**config.mk**
```make
export PLATFORM = sky130hd
export DESIGN_NAME = bcd_digit_accumulator_flat
export DESIGN_NICKNAME = d
export VERILOG_FILES = /design/src/rtl/bcd_digit_accumulator_if.sv /design/src/rtl/bcd_digit_accumulator.sv /design/src/flat_wrapper.sv
export SDC_FILE = /design/constraint.sdc
export NUM_CORES = 1
export LEC_CHECK = 0
export CAP_MARGIN = 20
export CORE_MARGIN = 10
export CORE_UTILIZATION = 54
export DETAILED_ROUTE_END_ITERATION = 6
export MAX_ROUTING_LAYER = met4
export PLACE_DENSITY = 0.9
export SYNTH_ARGS = -nofsm -noshare
export SYNTH_HDL_FRONTEND = slang
export SYNTH_SLANG_ARGS = --single-unit
```
**constraint.sdc**
```tcl
create_clock -name clk -period 4.6 [get_ports clk]
set_input_delay 1.38 -clock clk [delete_from_list [all_inputs] [get_ports clk]]
set_output_delay 1.38 -clock clk [all_outputs]
set_load 0.05 [all_outputs]
```
**src/rtl/bcd_digit_accumulator_if.sv**
```systemverilog
// Digit-in / result-out handshake bundle for bcd_digit_accumulator.
// The slave modport is the accumulator; the master modport is whoever feeds digits and takes results.
interface bcd_digit_accumulator_if #(
    parameter int NDIG = 4,
    parameter int W    = 14
);
    localparam int CW = $clog2(NDIG + 1);

    logic          in_valid;
    logic          in_ready;
    logic [3:0]    in_digit;
    logic          in_last;
    logic          out_valid;
    logic          out_ready;
    logic [W-1:0]  out_value;
    logic [CW-1:0] out_ndig;
    logic          out_bad_digit;
    logic          out_overflow;

    modport master (
        output in_valid, in_digit, in_last, out_ready,
        input  in_ready, out_valid, out_value, out_ndig, out_bad_digit, out_overflow
    );

    modport slave (
        input  in_valid, in_digit, in_last, out_ready,
        output in_ready, out_valid, out_value, out_ndig, out_bad_digit, out_overflow
    );
endinterface

```
**src/rtl/bcd_digit_accumulator.sv**
```systemverilog
// Folds decimal digits (MSD first) into a binary value, acc = acc*10 + digit, and
// presents the finished number with digit count and sticky bad-digit / overflow flags.
module bcd_digit_accumulator #(
    parameter int NDIG = 4,
    parameter int W    = 14
) (
    input  logic                     clk,
    input  logic                     rst,
    bcd_digit_accumulator_if.slave   bus
);
    localparam int            CW     = $clog2(NDIG + 1);
    localparam int            WX     = W + 4;
    localparam logic [CW-1:0] NDIG_C = CW'(NDIG);

    typedef enum logic {ACC, HOLD} state_t;

    state_t        state_q, state_d;
    logic [W-1:0]  acc_q, acc_d;
    logic [CW-1:0] count_q, count_d;
    logic          bad_q, bad_d;
    logic          ovf_q, ovf_d;
    logic          load_out;

    logic [W-1:0]  out_value_q;
    logic [CW-1:0] out_ndig_q;
    logic          out_bad_q;
    logic          out_ovf_q;

    logic          digit_bad;
    logic [3:0]    eff_digit;
    logic [WX-1:0] acc_wide;
    logic [WX-1:0] acc_sum;
    logic [W-1:0]  acc_upd;

    // Illegal digits still count as a digit position but contribute zero.
    assign digit_bad = (bus.in_digit > 4'd9);
    assign eff_digit = digit_bad ? 4'd0 : bus.in_digit;
    assign acc_wide  = WX'(acc_q);
    assign acc_sum   = (acc_wide << 3) + (acc_wide << 1) + WX'(eff_digit);
    assign acc_upd   = W'(acc_sum);

    // NOTE: every signal written here gets a default first, so no path leaves it unassigned and no latch is inferred.
    always_comb begin
        state_d  = state_q;
        acc_d    = acc_q;
        count_d  = count_q;
        bad_d    = bad_q;
        ovf_d    = ovf_q;
        load_out = 1'b0;

        case (state_q)
            ACC: begin
                if (bus.in_valid) begin
                    bad_d = bad_q | digit_bad;
                    if (count_q < NDIG_C) begin
                        acc_d   = acc_upd;
                        count_d = count_q + CW'(1);
                    end else begin
                        ovf_d = 1'b1;
                    end
                    if (bus.in_last) begin
                        load_out = 1'b1;
                        state_d  = HOLD;
                    end
                end
            end
            HOLD: begin
                if (bus.out_ready) begin
                    state_d = ACC;
                    acc_d   = '0;
                    count_d = '0;
                    bad_d   = 1'b0;
                    ovf_d   = 1'b0;
                end
            end
            default: state_d = ACC;
        endcase
    end

    // NOTE: sequential state uses non-blocking assignments so every register samples pre-edge values.
    always_ff @(posedge clk) begin
        if (rst) begin
            state_q <= ACC;
            acc_q   <= '0;
            count_q <= '0;
            bad_q   <= 1'b0;
            ovf_q   <= 1'b0;
        end else begin
            state_q <= state_d;
            acc_q   <= acc_d;
            count_q <= count_d;
            bad_q   <= bad_d;
            ovf_q   <= ovf_d;
        end
    end

    // Result fields load only when a number closes and otherwise keep their last values.
    always_ff @(posedge clk) begin
        if (rst) begin
            out_value_q <= '0;
            out_ndig_q  <= '0;
            out_bad_q   <= 1'b0;
            out_ovf_q   <= 1'b0;
        end else if (load_out) begin
            out_value_q <= acc_d;
            out_ndig_q  <= count_d;
            out_bad_q   <= bad_d;
            out_ovf_q   <= ovf_d;
        end
    end

    assign bus.in_ready      = (state_q == ACC);
    assign bus.out_valid     = (state_q == HOLD);
    assign bus.out_value     = out_value_q;
    assign bus.out_ndig      = out_ndig_q;
    assign bus.out_bad_digit = out_bad_q;
    assign bus.out_overflow  = out_ovf_q;
endmodule
```
**src/flat_wrapper.sv**
```systemverilog
// flat-port wrapper written by rule: the top's interface ports become plain ports
module bcd_digit_accumulator_flat 
#(
    parameter int NDIG = 4,
    parameter int W    = 14
)
  (clk, rst, bus_in_valid, bus_in_digit, bus_in_last, bus_out_ready, bus_in_ready, bus_out_valid, bus_out_value, bus_out_ndig, bus_out_bad_digit, bus_out_overflow);
  bcd_digit_accumulator_if #(.NDIG(NDIG), .W(W)) bus_i ();
  input  logic clk;
  input  logic rst;
  input wire logic [$bits(bus_i.in_valid)-1:0] bus_in_valid;
  input wire logic [$bits(bus_i.in_digit)-1:0] bus_in_digit;
  input wire logic [$bits(bus_i.in_last)-1:0] bus_in_last;
  input wire logic [$bits(bus_i.out_ready)-1:0] bus_out_ready;
  output wire logic [$bits(bus_i.in_ready)-1:0] bus_in_ready;
  output wire logic [$bits(bus_i.out_valid)-1:0] bus_out_valid;
  output wire logic [$bits(bus_i.out_value)-1:0] bus_out_value;
  output wire logic [$bits(bus_i.out_ndig)-1:0] bus_out_ndig;
  output wire logic [$bits(bus_i.out_bad_digit)-1:0] bus_out_bad_digit;
  output wire logic [$bits(bus_i.out_overflow)-1:0] bus_out_overflow;
  assign bus_i.in_valid = bus_in_valid;
  assign bus_i.in_digit = bus_in_digit;
  assign bus_i.in_last = bus_in_last;
  assign bus_i.out_ready = bus_out_ready;
  assign bus_in_ready = bus_i.in_ready;
  assign bus_out_valid = bus_i.out_valid;
  assign bus_out_value = bus_i.out_value;
  assign bus_out_ndig = bus_i.out_ndig;
  assign bus_out_bad_digit = bus_i.out_bad_digit;
  assign bus_out_overflow = bus_i.out_overflow;
  bcd_digit_accumulator #(.NDIG(NDIG), .W(W)) u_core (.clk(clk), .rst(rst), .bus(bus_i));
endmodule
```
==> results_dict.tcl <==
# place-and-route summary
set metrics [dict create \
    drt_drc_violations_left 0 \
    first_pass_iters 4 \
    layout.nets 305 \
    hold_buffers 0 \
    combGateArea_um2 1230 \
    power_frac_seq 0.468 \
    yosys-top-cells-count "42 x sky130_fd_sc_hd__nor2_1, 39 x sky130_fd_sc_hd__dfxtp_1, 23 x sky130_fd_sc_hd__a21oi_1, 23 x sky130_fd_sc_hd__ha_1, 14 x sky130_fd_sc_hd__a211oi_1" \
    power-top-group "sequential cells" \
    ys.flop_type "sky130_fd_sc_hd__dfxtp_1" \
    final-setup-viol-count 0 \
    max_fclk_mhz 243 \
    global_route_wire_length_before_repair_um 8600 \
    finalSetupTns_ns 0 \
    tritoncts "done" \
    dr_wl_met2_um 2440 \
    simple_gate_area_share 0.183 \
    floorplan.io_pins 30 \
    netlist_area_um2 2090 \
    worstSetupStartpoint "bus_in_digit[2]" \
    num-multi-input-gates 185 \
    power.internal_w 0.000530 \
    slew_headroom 0.617 \
    result_of_the_run "finished, final reports clean" \
    whs_endpoint "u_core.bus.out_bad_digit$_SDFFE_PP0P_" \
    filler_cell_count 311 \
    global_route.peak_usage_layer "met2" \
    h-tree-depth 2 \
    synthMostInstantiatedCell "sky130_fd_sc_hd__nor2_1" \
    hold-worst-slack_ns 0.469 \
]
[run 1: worst max-delay path, stage by stage]
cell                              delay [ns]
sky130_fd_sc_hd__clkdlybuf4s50_1        0.43
sky130_fd_sc_hd__nor2_1                 0.11
sky130_fd_sc_hd__nand2_1                0.07
sky130_fd_sc_hd__fa_1                   0.48
sky130_fd_sc_hd__inv_1                  0.07
sky130_fd_sc_hd__fa_1                   0.46
sky130_fd_sc_hd__a21o_1                 0.22
sky130_fd_sc_hd__a221oi_1               0.43
sky130_fd_sc_hd__o21ai_0                0.19
sky130_fd_sc_hd__xor2_1                 0.15
sky130_fd_sc_hd__nand2_1                0.08
sky130_fd_sc_hd__a311oi_1               0.25
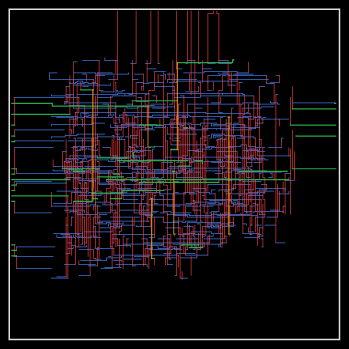
(run_1/wires.png)
(4 px per µm)
| layer | colour | wire length |
|---|---|---|
| metal 1 | blue | 2190 µm |
| metal 2 | red | 2440 µm |
| metal 3 | green | 336 µm |
| metal 4 | orange | 119 µm |

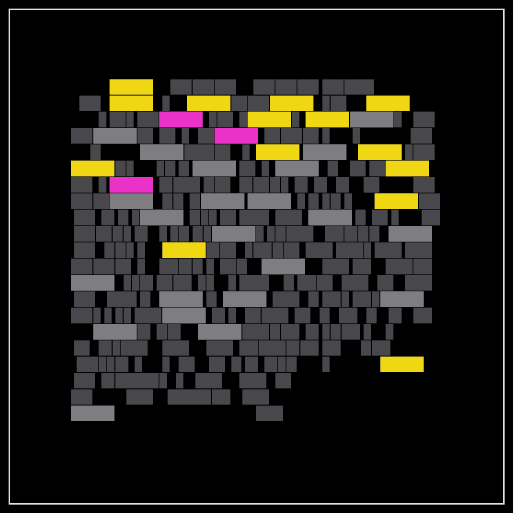
(run_1/flops_by_reg.png)
(6 px per µm)
| netlist name | colour | flops |
|---|---|---|
| u_core.bus.out_ndig | magenta | 3 |
| u_core.bus.out_value | yellow | 14 |
not coloured: 22
share of the core filled with cells in the final layout: 0.681
fraction of area in registers: 0.311
reported sequential group power: 0.000372 W
Reg area: 781 µm²

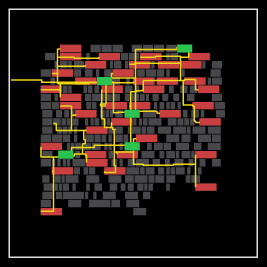
(run_1/clk_routes.png)
(3 px per µm)
[flip-flops] red | count: 39
[clock wires] yellow | length: 514 µm
[clock drivers] green | count: 5
routed clock nets: 6
proportion of power drawn by the clock network: 0.300
final setup skew: 0.00509 ns

Power is estimated from default activity; no workload was simulated.
